placement_by_type.png
Scale: 3 px per µm. Fill, decap, tap and diode cells in gray.
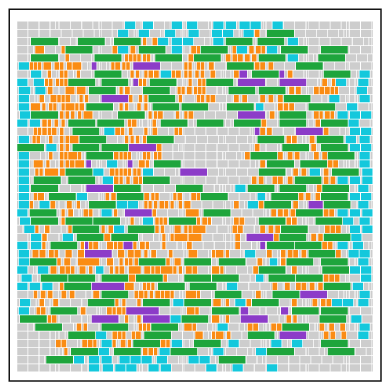
clk_routes.png
Scale: 4 px per µm.
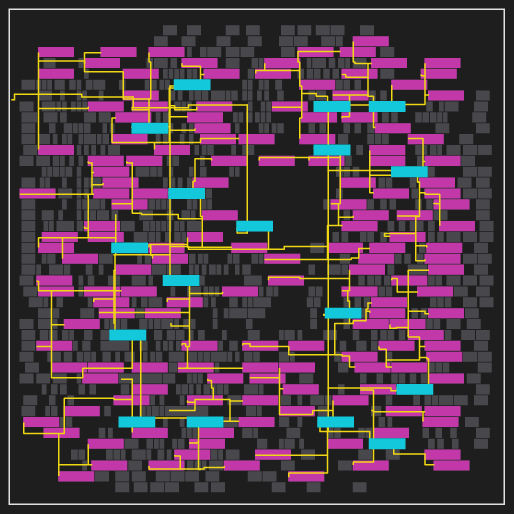
clocks.png
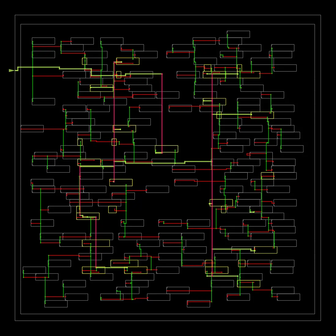
File: config.mk
export PLATFORM = sky130hd
export DESIGN_NAME = vector_pair_packer_flat
export DESIGN_NICKNAME = d
export VERILOG_FILES = /design/src/rtl/vector_pair_packer_pkg.sv /design/src/rtl/vector_pair_packer_if.sv /design/src/rtl/vector_pair_packer.sv /design/src/flat_wrapper.sv
export SDC_FILE = /design/constraint.sdc
export NUM_CORES = 1
export LEC_CHECK = 0
export ABC_AREA = 1
export CORE_MARGIN = 2
export CORE_UTILIZATION = 45
export CTS_CLUSTER_SIZE = 28
export DETAILED_ROUTE_END_ITERATION = 10
export MAX_ROUTING_LAYER = met4
export PLACE_DENSITY = 0.77
export REMOVE_ABC_BUFFERS = 1
export SLEW_MARGIN = 15
export SYNTH_ARGS = -nofsm -noshare
export SYNTH_HDL_FRONTEND = slang
export SYNTH_SLANG_ARGS = --single-unit
File: constraint.sdc
create_clock -name clk -period 3.77 [get_ports clk]
set_input_delay 0.377 -clock clk [delete_from_list [all_inputs] [get_ports clk]]
set_output_delay 0.377 -clock clk [all_outputs]
set_load 0.05 [all_outputs]
File: src/rtl/vector_pair_packer_pkg.sv
// Shared types and sizes for the byte-to-vector-pair packer and the append stage that consumes it.
package vector_pair_packer_pkg;

  localparam int unsigned VEC_W          = 64;
  localparam int unsigned BYTES_PER_VEC  = 8;
  localparam int unsigned BYTES_PER_PAIR = 16;
  localparam int unsigned PAIR_W         = 2 * VEC_W;
  localparam int unsigned LEN_W          = 5;
  localparam int unsigned IDX_W          = 4;

  typedef enum logic [0:0] {
    StFill,
    StHold
  } state_e;

  // is_short: the pair was closed early by in_last (len < 16).
  typedef struct packed {
    logic [VEC_W-1:0] vec0;
    logic [VEC_W-1:0] vec1;
    logic [LEN_W-1:0] len;
    logic             is_short;
  } pair_t;

endpackage

File: src/rtl/vector_pair_packer_if.sv
// Byte-stream input and packed-pair output handshakes of the vector pair packer.
interface vector_pair_packer_if;
  import vector_pair_packer_pkg::*;

  logic             in_valid;
  logic [7:0]       in_data;
  logic             in_last;
  logic             in_ready;
  logic             out_valid;
  logic             out_ready;
  logic [VEC_W-1:0] out_vec0;
  logic [VEC_W-1:0] out_vec1;
  logic [LEN_W-1:0] out_len;
  logic             out_short;

  // slave: the packer itself
  modport slave (
    input  in_valid, in_data, in_last, out_ready,
    output in_ready, out_valid, out_vec0, out_vec1, out_len, out_short
  );

  // master: byte producer plus pair consumer
  modport master (
    output in_valid, in_data, in_last, out_ready,
    input  in_ready, out_valid, out_vec0, out_vec1, out_len, out_short
  );

endinterface

File: src/rtl/vector_pair_packer.sv
// Packs a byte stream into two 64-bit vectors (byte 0 in vec0[63:56]), padding short frames,
// and holds the pair until the consumer takes it.
module vector_pair_packer
  import vector_pair_packer_pkg::*;
#(
  parameter logic [7:0]  PAD_BYTE = 8'h00,
  parameter int unsigned CNT_W    = 16
) (
  input  logic                clk,
  input  logic                rst,
  vector_pair_packer_if.slave bus_io,
  output logic [CNT_W-1:0]    pair_count
);

  state_e             state_q, state_d;
  logic [IDX_W-1:0]   idx_q, idx_d;
  logic [PAIR_W-1:0]  data_q, data_d;
  logic [LEN_W-1:0]   len_q, len_d;
  logic               short_q, short_d;
  logic [CNT_W-1:0]   cnt_q, cnt_d;
  pair_t              pair;

  // Byte 0 starts a fresh pair, so every other slot is pre-filled with the pad value.
  function automatic logic [PAIR_W-1:0] write_lane(logic [PAIR_W-1:0] cur, logic [IDX_W-1:0] k,
                                                   logic [7:0] b);
    logic [PAIR_W-1:0] v;
    v = (k == '0) ? {BYTES_PER_PAIR{PAD_BYTE}} : cur;
    for (int unsigned i = 0; i < BYTES_PER_PAIR; i++) begin
      if (k == IDX_W'(i)) v[PAIR_W-1-8*i -: 8] = b;
    end
    return v;
  endfunction

  always_comb begin
    state_d = state_q;
    idx_d   = idx_q;
    data_d  = data_q;
    len_d   = len_q;
    short_d = short_q;
    cnt_d   = cnt_q;
    unique case (state_q)
      StFill: begin
        if (bus_io.in_valid) begin
          data_d = write_lane(data_q, idx_q, bus_io.in_data);
          if (idx_q == IDX_W'(BYTES_PER_PAIR - 1) || bus_io.in_last) begin
            state_d = StHold;
            idx_d   = '0;
            len_d   = {1'b0, idx_q} + LEN_W'(1);
            short_d = (idx_q != IDX_W'(BYTES_PER_PAIR - 1));
          end else begin
            idx_d = idx_q + IDX_W'(1);
          end
        end
      end
      StHold: begin
        if (bus_io.out_ready) begin
          state_d = StFill;
          cnt_d   = cnt_q + CNT_W'(1);
        end
      end
      default: state_d = StFill;
    endcase
  end

  always_ff @(posedge clk or negedge rst) begin
    if (!rst) begin
      state_q <= StFill;
      idx_q   <= '0;
      data_q  <= '0;
      len_q   <= '0;
      short_q <= 1'b0;
      cnt_q   <= '0;
    end else begin
      state_q <= state_d;
      idx_q   <= idx_d;
      data_q  <= data_d;
      len_q   <= len_d;
      short_q <= short_d;
      cnt_q   <= cnt_d;
    end
  end

  assign pair = '{vec0: data_q[PAIR_W-1:VEC_W], vec1: data_q[VEC_W-1:0], len: len_q,
                  is_short: short_q};

  assign bus_io.in_ready  = (state_q == StFill);
  assign bus_io.out_valid = (state_q == StHold);
  assign bus_io.out_vec0  = pair.vec0;
  assign bus_io.out_vec1  = pair.vec1;
  assign bus_io.out_len   = pair.len;
  assign bus_io.out_short = pair.is_short;
  assign pair_count       = cnt_q;

endmodule

File: src/flat_wrapper.sv
// flat-port wrapper written by rule: the top's interface ports become plain ports
module vector_pair_packer_flat import vector_pair_packer_pkg::*;
#(
  parameter logic [7:0]  PAD_BYTE = 8'h00,
  parameter int unsigned CNT_W    = 16
)
  (clk, rst, pair_count, bus_io_in_valid, bus_io_in_data, bus_io_in_last, bus_io_out_ready, bus_io_in_ready, bus_io_out_valid, bus_io_out_vec0, bus_io_out_vec1, bus_io_out_len, bus_io_out_short);
  vector_pair_packer_if bus_io_i ();
  input  logic clk;
  input  logic rst;
  output logic [CNT_W-1:0] pair_count;
  input wire logic [$bits(bus_io_i.in_valid)-1:0] bus_io_in_valid;
  input wire logic [$bits(bus_io_i.in_data)-1:0] bus_io_in_data;
  input wire logic [$bits(bus_io_i.in_last)-1:0] bus_io_in_last;
  input wire logic [$bits(bus_io_i.out_ready)-1:0] bus_io_out_ready;
  output wire logic [$bits(bus_io_i.in_ready)-1:0] bus_io_in_ready;
  output wire logic [$bits(bus_io_i.out_valid)-1:0] bus_io_out_valid;
  output wire logic [$bits(bus_io_i.out_vec0)-1:0] bus_io_out_vec0;
  output wire logic [$bits(bus_io_i.out_vec1)-1:0] bus_io_out_vec1;
  output wire logic [$bits(bus_io_i.out_len)-1:0] bus_io_out_len;
  output wire logic [$bits(bus_io_i.out_short)-1:0] bus_io_out_short;
  assign bus_io_i.in_valid = bus_io_in_valid;
  assign bus_io_i.in_data = bus_io_in_data;
  assign bus_io_i.in_last = bus_io_in_last;
  assign bus_io_i.out_ready = bus_io_out_ready;
  assign bus_io_in_ready = bus_io_i.in_ready;
  assign bus_io_out_valid = bus_io_i.out_valid;
  assign bus_io_out_vec0 = bus_io_i.out_vec0;
  assign bus_io_out_vec1 = bus_io_i.out_vec1;
  assign bus_io_out_len = bus_io_i.out_len;
  assign bus_io_out_short = bus_io_i.out_short;
  vector_pair_packer #(.PAD_BYTE(PAD_BYTE), .CNT_W(CNT_W)) u_core (.clk(clk), .rst(rst), .bus_io(bus_io_i), .pair_count(pair_count));
endmodule
==> Changelog: implementation <==
## Flow update

* Area grow syn2layout at 36.2%
* Worst Tran Pin Value at between 0.9 and 1 ns
* Post-Layout Cell Count at 1037
* Die area at 0.0152 mm²
* GRT Util Overall at 0.241
* Fin util at 0.629
* Vias in the first global route at 5019
* I/O Buffers at 164
* Fin crit share at 0.689
* Top cells by area: dfrtp_1, nand3_1, nand2_1
* Worst Path Buf+Inv at 2
* Worst reg2reg path depth at 8
* CP top delay family: simple AND/OR/NAND/NOR gates
* Crit path cell chain: inv_1 -> ha_1 -> nand2_2 -> nor2_4 -> nand2_4 -> buf_4 -> nand3_1 -> o21ai_0
* # Cells Yosys at 691
* PostCTS Resize Cnt at 0
* Post-Route WL at 17100 µm
* Die Wd at around 120 µm
* Yosys warning tally at 0
* Pwr per Cell Area at 623 mW/mm²
* Post-synthesis instance area at 0.00641 mm²
* Layout cells sized above 1 at 0.0560
* Placed Area at roughly 0.008 mm²
* Grt ovf at 0
* Final hold slack at 0.0438 ns
* Status: finished, final reports clean
* Placer Congestion at 0.860
* Design Area, Final at 0.00874 mm²
* Kind of critical path: flop to flop
* Vias at between 5000 and 6000
* CTS tree: done
* TritonCTS Buffers at 17
* Final hold vios at 0
* Final setup viols at 0
* Initial antenna violation count at 0
* Detail Route Antenna Nets at 0
* First-pass GRT wire length at around 27000 µm
* Initial Util at 0.462
* Worst r2r src: u_core.idx_q[0]
* Fin crit period at 2.60 ns
* DR vias/cell at roughly 5.3
* 1st-iter DRT viols at 479
* Setup Slack @ Placement at 0.802 ns
* Max-cap viol count at 0
* Worst EP arrival at 2.88 ns
* Placed insts at 1005
* Wirelength per Cell at about 17 µm
* YS chip area at 0.00641 mm²
* Worst EP required at 4.05 ns
* Dpl hpwl at 11300 µm
* Crit-path max FO at about 62
* TritonRoute pass-1 iters at 5
* CP max stage delay at between 0.4 and 0.5 ns
* Overall die height at 123 µm
* Post-CTS Setup Repair Bufs at 0
* # H-tree levels at 4
* Setup TNS at 0 ns
* Post-layout nets at 862
* Synth unique cells at 27
* IO Pins at 165
* Sequential element share of the synthesized area at 0.605
* FF-to-FF End: u_core.data_q[86]
* Number of cell rows at 43
* Final slew viol count at 0
* Tally of OpenROAD warnings at 30
* Worst path slowest cell: buf_4
* Largest net degree at the start of global routing at 101
* Hold buffer count at cts at 0
* Ys async rst share at 1.00
* Clock slew at reported path FFs at 0.06 ns
* VDD IR max at 0.433 mV
* Antenna diodes at 0
* CTS Buffer Depth at 2
* Worst Hold Class: input pin to asynchronous set/reset pin
* Fmax at 0.385 GHz
* Min setup slack post-route at roughly 1.2 ns
* Post-synth top area share at 0.605
* Mapped Cells at a little under 700
* Synth flops at 155
* Core region area at 0.0139 mm²
* P_leak at 4.09 nW
* Mapped Avg Cell Area at 9.28 µm²
* Number of flops mapped to enable cells by yosys at 0
* Main flop type after synthesis: dfrtp_1
* Flop-to-flop setup slack at 1.17 ns
* Tot Pwr at 5.44 mW
* Critical path startpoint category: flop
* Top cell type by total area after synthesis: dfrtp_1
* Drt drc at 0
* RSZ-0062 raised after global routing: no
* CP endpoint kind: flop
* Slew HR at 0.398
* Filler cell count at 1195
* CTS Root Cell: clkbuf_16
Back to the opening pictures, placement_by_type.png:
| class | color | cells | share of their area |
|---|---|---|---|
| sequential cells | green | 155 | 46% |
| remaining buffers and delay cells | cyan | 169 | 20% |
| combinational and other logic | orange | 501 | 28% |
| clock drivers and dummy loads | purple | 32 | 6.7% |

Back to the opening pictures, clk_routes.png:
[clock drivers] cyan | count: 17
[flip-flops] magenta | count: 155
[clock wires] yellow | length: 1840 µm
flops lie: widely spread
routed clock nets: 18
Clk. pwr: 1.65 mW
Clock Power Share: 0.304
skew final: 0.00529 ns
Worst-Skew Late Latency: 0.42 ns

Back to the opening pictures, clocks.png:
Flop Count: 155
clk sinks: 155

==> cell type report <==
type,instances,area (µm²),area share
timing repair buffer,169,1680,0.192
clock inverter,13,126,0.0145
tap,180,225,0.0258
multi-input combinational,453,2200,0.252
inverter,48,180,0.0206
clock buffer,19,443,0.0507
sequential,155,3880,0.444
==> cell families (layout without fill, tap and decap cells) <==
group                      Yosys count  count (layout)  share of synthesized area
DFF                                155             155                      0.605
and+or+nand+nor                    336             336                      0.234
buffers and inverters               83             249                     0.0529
adders and majority gates            5               5                    0.00975
xor gates and xnor gates            12              12                     0.0164
AOI/OAI and AO/OA                  100             100                     0.0823
==> per-layer routing <==
metal / global-route usage / routed length, µm / vias to the layer above
met3: 0.0673 / 1400 / 35
met1: 0.331 / 7750 / 2624
met4: 0.0987 / 447 / 0
met5: - / 0 / -
li1: - / - / 2607
met2: 0.337 / 7520 / 219
==> registers in the layout, indices dropped and copies added (netlist names) <==
signal / flops
u_core.data_q: 128
u_core.pair_count: 16
u_core.bus_io.out_len: 5
u_core.idx_q: 4
u_core.bus_io.out_short: 1
u_core.bus_io.out_valid: 1
==> worst max path at each step <==
stage | cells past startpoint | start | slack [ns] | end
after global routing | 8 | u_core.idx_q[0] | 0.92 | u_core.data_q[15]
after CTS | 8 | u_core.idx_q[0] | 1.21 | u_core.data_q[86]
after floorplan | 7 | u_core.bus_io.out_valid | 0.93 | u_core.data_q[40]
after detailed placement | 9 | bus_io_in_valid | 0.80 | u_core.data_q[86]
after global placement | 9 | bus_io_in_valid | 0.92 | u_core.data_q[114]
final | 8 | u_core.idx_q[0] | 1.17 | u_core.data_q[86]
==> Yosys cell counts (2+ instances only) <==
| cell type | number |
|---|---|
| dfrtp_1 | 155 |
| nand2_2 | 5 |
| buf_4 | 2 |
| inv_1 | 44 |
| clkinv_1 | 2 |
| nand4_1 | 16 |
| nor3_1 | 2 |
| o21ai_1 | 19 |
| o31ai_1 | 8 |
| nand2_1 | 135 |
| o22ai_1 | 3 |
| a21oi_1 | 8 |
| clkbuf_1 | 22 |
| xnor2_1 | 3 |
| buf_2 | 10 |
| o21ai_0 | 61 |
| xor2_1 | 9 |
| nand3_1 | 121 |
| inv_2 | 2 |
| nor2_1 | 53 |
| ha_1 | 5 |
==> layout by cell type, fill, tap and decap left out, drive strengths merged, types with 2 or more instances in the layout <==
cell type	instances
xor2	9
nor3	2
xnor2	3
nand2	140
o31ai	8
nand3	122
dfrtp	155
nand4	16
a21oi	9
o22ai	3
nor2	55
inv	46
clkinvlp	3
o21ai	80
buf	6
ha	5
bufinv	2
clkbuf	19
clkdlybuf4s50	163
clkinv	10
==> worst reg2reg max path, delay by kind of cell (launching register included) <==
| kind | cells | cell delay [ns] |
|---|---|---|
| and+or+nand+nor | 4 | 1.03 |
| DFF | 1 | 0.45 |
| AOI/OAI and AO/OA | 1 | 0.11 |
| adders and majority gates | 1 | 0.27 |
| buffers and inverters | 2 | 0.59 |
==> power by group <==
group          leakage, nW  switching (mW)  internal, mW
Clock                0.278           0.670         0.983
Combinational         1.71            1.23         0.511
Sequential            2.10           0.162          1.89
Total                 4.09            2.06          3.38
Power is estimated from default activity; no workload was simulated.
